--- src/rtl/sigmoid_lut_rom_if.sv ---
// sigmoid_lut_rom_if
//   Lookup bus between an activation stage and the sigmoid ROM.
//   addr : signed Q4.4 pre-activation, driven by the requester (master)
//   data : Q4.12 sigmoid value, driven by the ROM (slave), valid one clock
//          after the addr it belongs to was sampled
interface sigmoid_lut_rom_if #(
   parameter int DATA_WIDTH = 16,
   parameter int ADDR_WIDTH = 8
);
   logic [ADDR_WIDTH-1:0] addr;
   logic [DATA_WIDTH-1:0] data;

   modport master (output addr, input  data);
   modport slave  (input  addr, output data);
endinterface

--- src/rtl/sigmoid_lut_rom.sv ---
// sigmoid_lut_rom
//   Registered 256-entry sigmoid lookup. addr is a two's-complement Q4.4
//   value x = $signed(addr)/16; data is round(4096*sigmoid(x)) in Q4.12.
//   Only the non-negative half (128 entries) is stored. Negative inputs use
//   sigmoid(-x) = 1 - sigmoid(x), so data(-m) = 4096 - P[m].
//   Ports:
//     clk  : rising-edge clock
//     rst  : synchronous active-high reset, clears data to 0
//     bus  : slave side of sigmoid_lut_rom_if (addr in, data out)
//   Latency is one clock, a new lookup is accepted every cycle.
//   Only DATA_WIDTH=16, ADDR_WIDTH=8, FRAC_BITS=12 are supported.
module sigmoid_lut_rom #(
   parameter int DATA_WIDTH = 16,
   parameter int ADDR_WIDTH = 8,
   parameter int FRAC_BITS  = 12
) (
   input  logic               clk,
   input  logic               rst,
   sigmoid_lut_rom_if.slave   bus
);

   localparam int HALF = 2 ** (ADDR_WIDTH - 1);
   localparam logic [DATA_WIDTH-1:0] ONE_Q = DATA_WIDTH'(1 << FRAC_BITS);

   // P[k] = round-half-up(4096 / (1 + exp(-k/16))), k = 0..127
   localparam logic [FRAC_BITS-1:0] P_ROM [HALF] = '{
      12'd2048, 12'd2112, 12'd2176, 12'd2239, 12'd2303, 12'd2365, 12'd2428, 12'd2489,
      12'd2550, 12'd2609, 12'd2668, 12'd2726, 12'd2782, 12'd2837, 12'd2891, 12'd2943,
      12'd2994, 12'd3044, 12'd3092, 12'd3139, 12'd3184, 12'd3227, 12'd3269, 12'd3310,
      12'd3349, 12'd3386, 12'd3422, 12'd3457, 12'd3490, 12'd3521, 12'd3551, 12'd3580,
      12'd3608, 12'd3634, 12'd3659, 12'd3683, 12'd3705, 12'd3727, 12'd3747, 12'd3767,
      12'd3785, 12'd3803, 12'd3819, 12'd3835, 12'd3850, 12'd3864, 12'd3877, 12'd3890,
      12'd3902, 12'd3913, 12'd3924, 12'd3934, 12'd3943, 12'd3952, 12'd3960, 12'd3968,
      12'd3976, 12'd3983, 12'd3990, 12'd3996, 12'd4002, 12'd4007, 12'd4013, 12'd4018,
      12'd4022, 12'd4027, 12'd4031, 12'd4035, 12'd4038, 12'd4042, 12'd4045, 12'd4048,
      12'd4051, 12'd4054, 12'd4056, 12'd4059, 12'd4061, 12'd4063, 12'd4065, 12'd4067,
      12'd4069, 12'd4070, 12'd4072, 12'd4073, 12'd4075, 12'd4076, 12'd4077, 12'd4078,
      12'd4079, 12'd4080, 12'd4081, 12'd4082, 12'd4083, 12'd4084, 12'd4085, 12'd4085,
      12'd4086, 12'd4086, 12'd4087, 12'd4088, 12'd4088, 12'd4089, 12'd4089, 12'd4089,
      12'd4090, 12'd4090, 12'd4091, 12'd4091, 12'd4091, 12'd4091, 12'd4092, 12'd4092,
      12'd4092, 12'd4092, 12'd4093, 12'd4093, 12'd4093, 12'd4093, 12'd4093, 12'd4094,
      12'd4094, 12'd4094, 12'd4094, 12'd4094, 12'd4094, 12'd4094, 12'd4094, 12'd4095
   };

   logic                  neg;
   logic [ADDR_WIDTH-1:0] mag;
   logic [ADDR_WIDTH-2:0] idx;
   logic [DATA_WIDTH-1:0] pos_val;
   logic [DATA_WIDTH-1:0] data_d;
   logic [DATA_WIDTH-1:0] data_q;

   always_comb begin
      neg     = bus.addr[ADDR_WIDTH-1];
      mag     = neg ? (~bus.addr + 1'b1) : bus.addr;
      idx     = mag[ADDR_WIDTH-2:0];
      pos_val = DATA_WIDTH'(P_ROM[idx]);
      data_d  = pos_val;
      if (neg) begin
         // Magnitude 128 (addr 8'h80) falls outside the stored half; its
         // mirror entry round(4096*sigmoid(8.0)) is 4095, giving 1.
         if (mag[ADDR_WIDTH-1]) data_d = DATA_WIDTH'(1);
         else                   data_d = ONE_Q - pos_val;
      end
   end

   always_ff @(posedge clk) begin
      if (rst) data_q <= '0;
      else     data_q <= data_d;
   end

   assign bus.data = data_q;

endmodule

--- src/flat_wrapper.sv ---
// flat-port wrapper written by rule: the top's interface ports become plain ports
module sigmoid_lut_rom_flat 
#(
   parameter int DATA_WIDTH = 16,
   parameter int ADDR_WIDTH = 8,
   parameter int FRAC_BITS  = 12
)
  (clk, rst, bus_addr, bus_data);
  sigmoid_lut_rom_if #(.DATA_WIDTH(DATA_WIDTH), .ADDR_WIDTH(ADDR_WIDTH)) bus_i ();
  input  logic clk;
  input  logic rst;
  input wire logic [$bits(bus_i.addr)-1:0] bus_addr;
  output wire logic [$bits(bus_i.data)-1:0] bus_data;
  assign bus_i.addr = bus_addr;
  assign bus_data = bus_i.data;
  sigmoid_lut_rom #(.DATA_WIDTH(DATA_WIDTH), .ADDR_WIDTH(ADDR_WIDTH), .FRAC_BITS(FRAC_BITS)) u_core (.clk(clk), .rst(rst), .bus(bus_i));
endmodule
--- config.mk ---
export PLATFORM = sky130hd
export DESIGN_NAME = sigmoid_lut_rom_flat
export DESIGN_NICKNAME = d
export VERILOG_FILES = /design/src/rtl/sigmoid_lut_rom_if.sv /design/src/rtl/sigmoid_lut_rom.sv /design/src/flat_wrapper.sv
export SDC_FILE = /design/constraint.sdc
export NUM_CORES = 1
export LEC_CHECK = 0
export ABC_AREA = 1
export CORE_ASPECT_RATIO = 0.6
export CORE_MARGIN = 5
export CORE_UTILIZATION = 32
export CTS_CLUSTER_DIAMETER = 50
export DETAILED_ROUTE_END_ITERATION = 10
export PLACE_DENSITY = 0.53
export SLEW_MARGIN = 20
export SYNTH_ARGS = -nofsm -noshare
export SYNTH_HDL_FRONTEND = slang
export SYNTH_SLANG_ARGS = --single-unit
--- constraint.sdc ---
create_clock -name clk -period 3.2 [get_ports clk]
set_clock_uncertainty 0.15 [all_clocks]
set_input_delay 0.48 -clock clk [delete_from_list [all_inputs] [get_ports clk]]
set_output_delay 0.48 -clock clk [all_outputs]
set_load 0.005 [all_outputs]
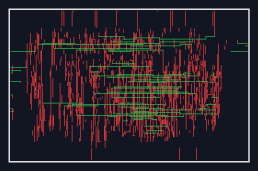
(routed metal, one colour a layer)
(2 px per um) Two of the layers only.
| layer | colour | wire length |
|---|---|---|
| metal 2 | red | 3540 um |
| metal 3 | green | 1120 um |
total global-route track usage: 0.217
per-cell routed wire length: 15.6 um
via count: 3178
DRT Wirelength: 9590 um

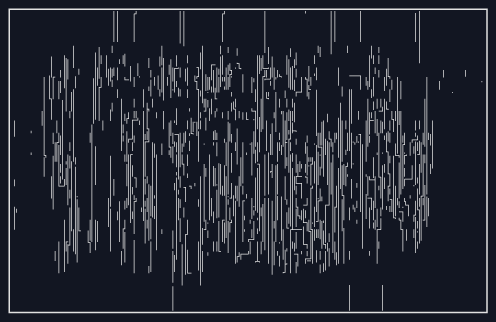
(the metal 2 layer)
(4 px per um)
share of all routed wire: 37%
longest straight run: 29.2 um
nets with wire on the layer: 434
wire length on this layer: 3540 um
main direction: vertical

==> CHANGELOG.md <==
### Metrics

- Post-synth seq share: 0.105
- Met3 Use GR: 0.0645
- Largest net degree at the start of global routing: 24
- Ys Warns: 0
- Max-cap violations: 0
- Max layer used: met4
- Cell area after layout: 3410 sq um
- Leak: 1.83 nW
- Pint: roughly 680 uW
- Post-route ant nets: 0
- Area growth syn-to-layout: 49.3%
- Min-delay worst type: in2reg
- Cell Rows: 23
- Crit path max-delay cell type: clkdlybuf4s15_1
- CTS Buffer Depth: 2
- Clock network fraction of total power: 0.190
- Slowest stage delay, CP: 0.37 ns
- Final Worst Setup Slack: approximately 0.19 ns
- Max-slew violation count: 0
- Ys async rst share: 0
- Crit share post-route: 0.941
- Clk sinks: 12
- Final Hold Slack: 0.853 ns
- Cell Chain, Critical Path: clkdlybuf4s15_1 -> buf_6 -> nand2_2 -> nand2_4 -> nand2_2 -> inv_2 -> buf_4 -> nand2_1 -> nand3_1 -> nand3_1 -> nand2_2 -> nand3_4 -> nor2_4 -> nand3_2 -> nand2_2 -> nand2_2 -> nor2_2 -> nor2_1
- Crit path kind: in2reg
- Synthesized instance count: 421
- Port Buffers: 21
- EDFF count, synth: 0
- Met3 WL post-DR: 1120 um
- Ranking of synthesized cells by area: nand2_1 (27%), nand3_1 (15%), dfxtp_1 (11%)
- Total CTS buffers: 3
- Least-Margin Pin Slew: 0.747 ns
- CTS tree: done
- Vias per Instance: 5.17
- N_diodes: 0
- Vias in the first global route: 2858
- Min cycle time layout: 3.01 ns
- Mapped Area: 2280 sq um
- Mapped Avg Cell Area: 5.43 sq um
- Met1 GRT Util: 0.334
- Number of flip-flops in the largest register: 12
- Floorplan Utilization: 0.335
- Status: finished, final reports clean
- Synth cell count leaders: nand2_1 (162), nand3_1 (68), nor2_1 (32)
- Area leader share: 0.266
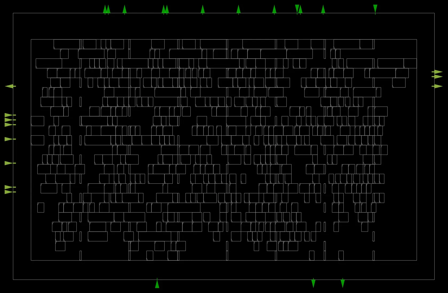
(cell placement)
Tapcells: 87
Post-Layout Cell Count: 615
fillers: 725
flop count: 12

==> stage by stage <==
step                      total power, mW  utilization  instances
after floorplan                     0.570            -        424
after global placement              0.908        0.472        607
after detailed placement            0.909        0.472        607
after CTS                            1.15        0.491        610
after global routing                 1.27        0.500        615
final                                1.18        0.500        615
==> path summary, 6_finish.rpt <==
| check | start | to | cells after the start |
|---|---|---|---|
| worst max-delay path | bus_addr[7] | u_core.bus.data[9] | 18 |
| worst min-delay path | rst | u_core.bus.data[11] | 2 |
==> cells by family (layout without fill, tap and decap cells) <==
| family | Yosys count | after routing | synth area share |
|---|---|---|---|
| compound gates | 38 | 38 | 0.0920 |
| xor+xnor | 1 | 1 | 0.00383 |
| fa+ha+maj | 13 | 13 | 0.0712 |
| buf+inv | 56 | 160 | 0.127 |
| flops | 12 | 12 | 0.105 |
| other cells | 1 | 4 | 0.00164 |
| simple gates | 300 | 300 | 0.600 |
==> power groups by stage <==
stage / combinational [mW] / clock, mW / sequential, mW
2_1_floorplan: 0.389 / 0 / 0.181
3_3_place_gp: 0.731 / 0 / 0.177
3_5_place_dp: 0.731 / 0 / 0.178
4_1_cts: 0.750 / 0.227 / 0.175
5_1_grt: 0.853 / 0.236 / 0.176
6_report: 0.780 / 0.224 / 0.175
==> area by class of cell <==
type	instances	area [sq um]	area share
Clock buffer	3	75.1	0.0220
Inverter	34	128	0.0374
Multi-Input combinational cell	356	1850	0.542
Sequential cell	12	240	0.0704
Tap cell	87	109	0.0319
Timing Repair Buffer	123	1010	0.296
==> repair_timing <==
action                     in CTS  in global routing
pin swaps                       7                  6
hold buffers                    0                  0
cloned                          0                  0
setup endpoints to repair      10                 10
setup buffers                   0                  5
gates resized                  23                 12
No activity file was given, so power comes from the tool's default toggle rates.
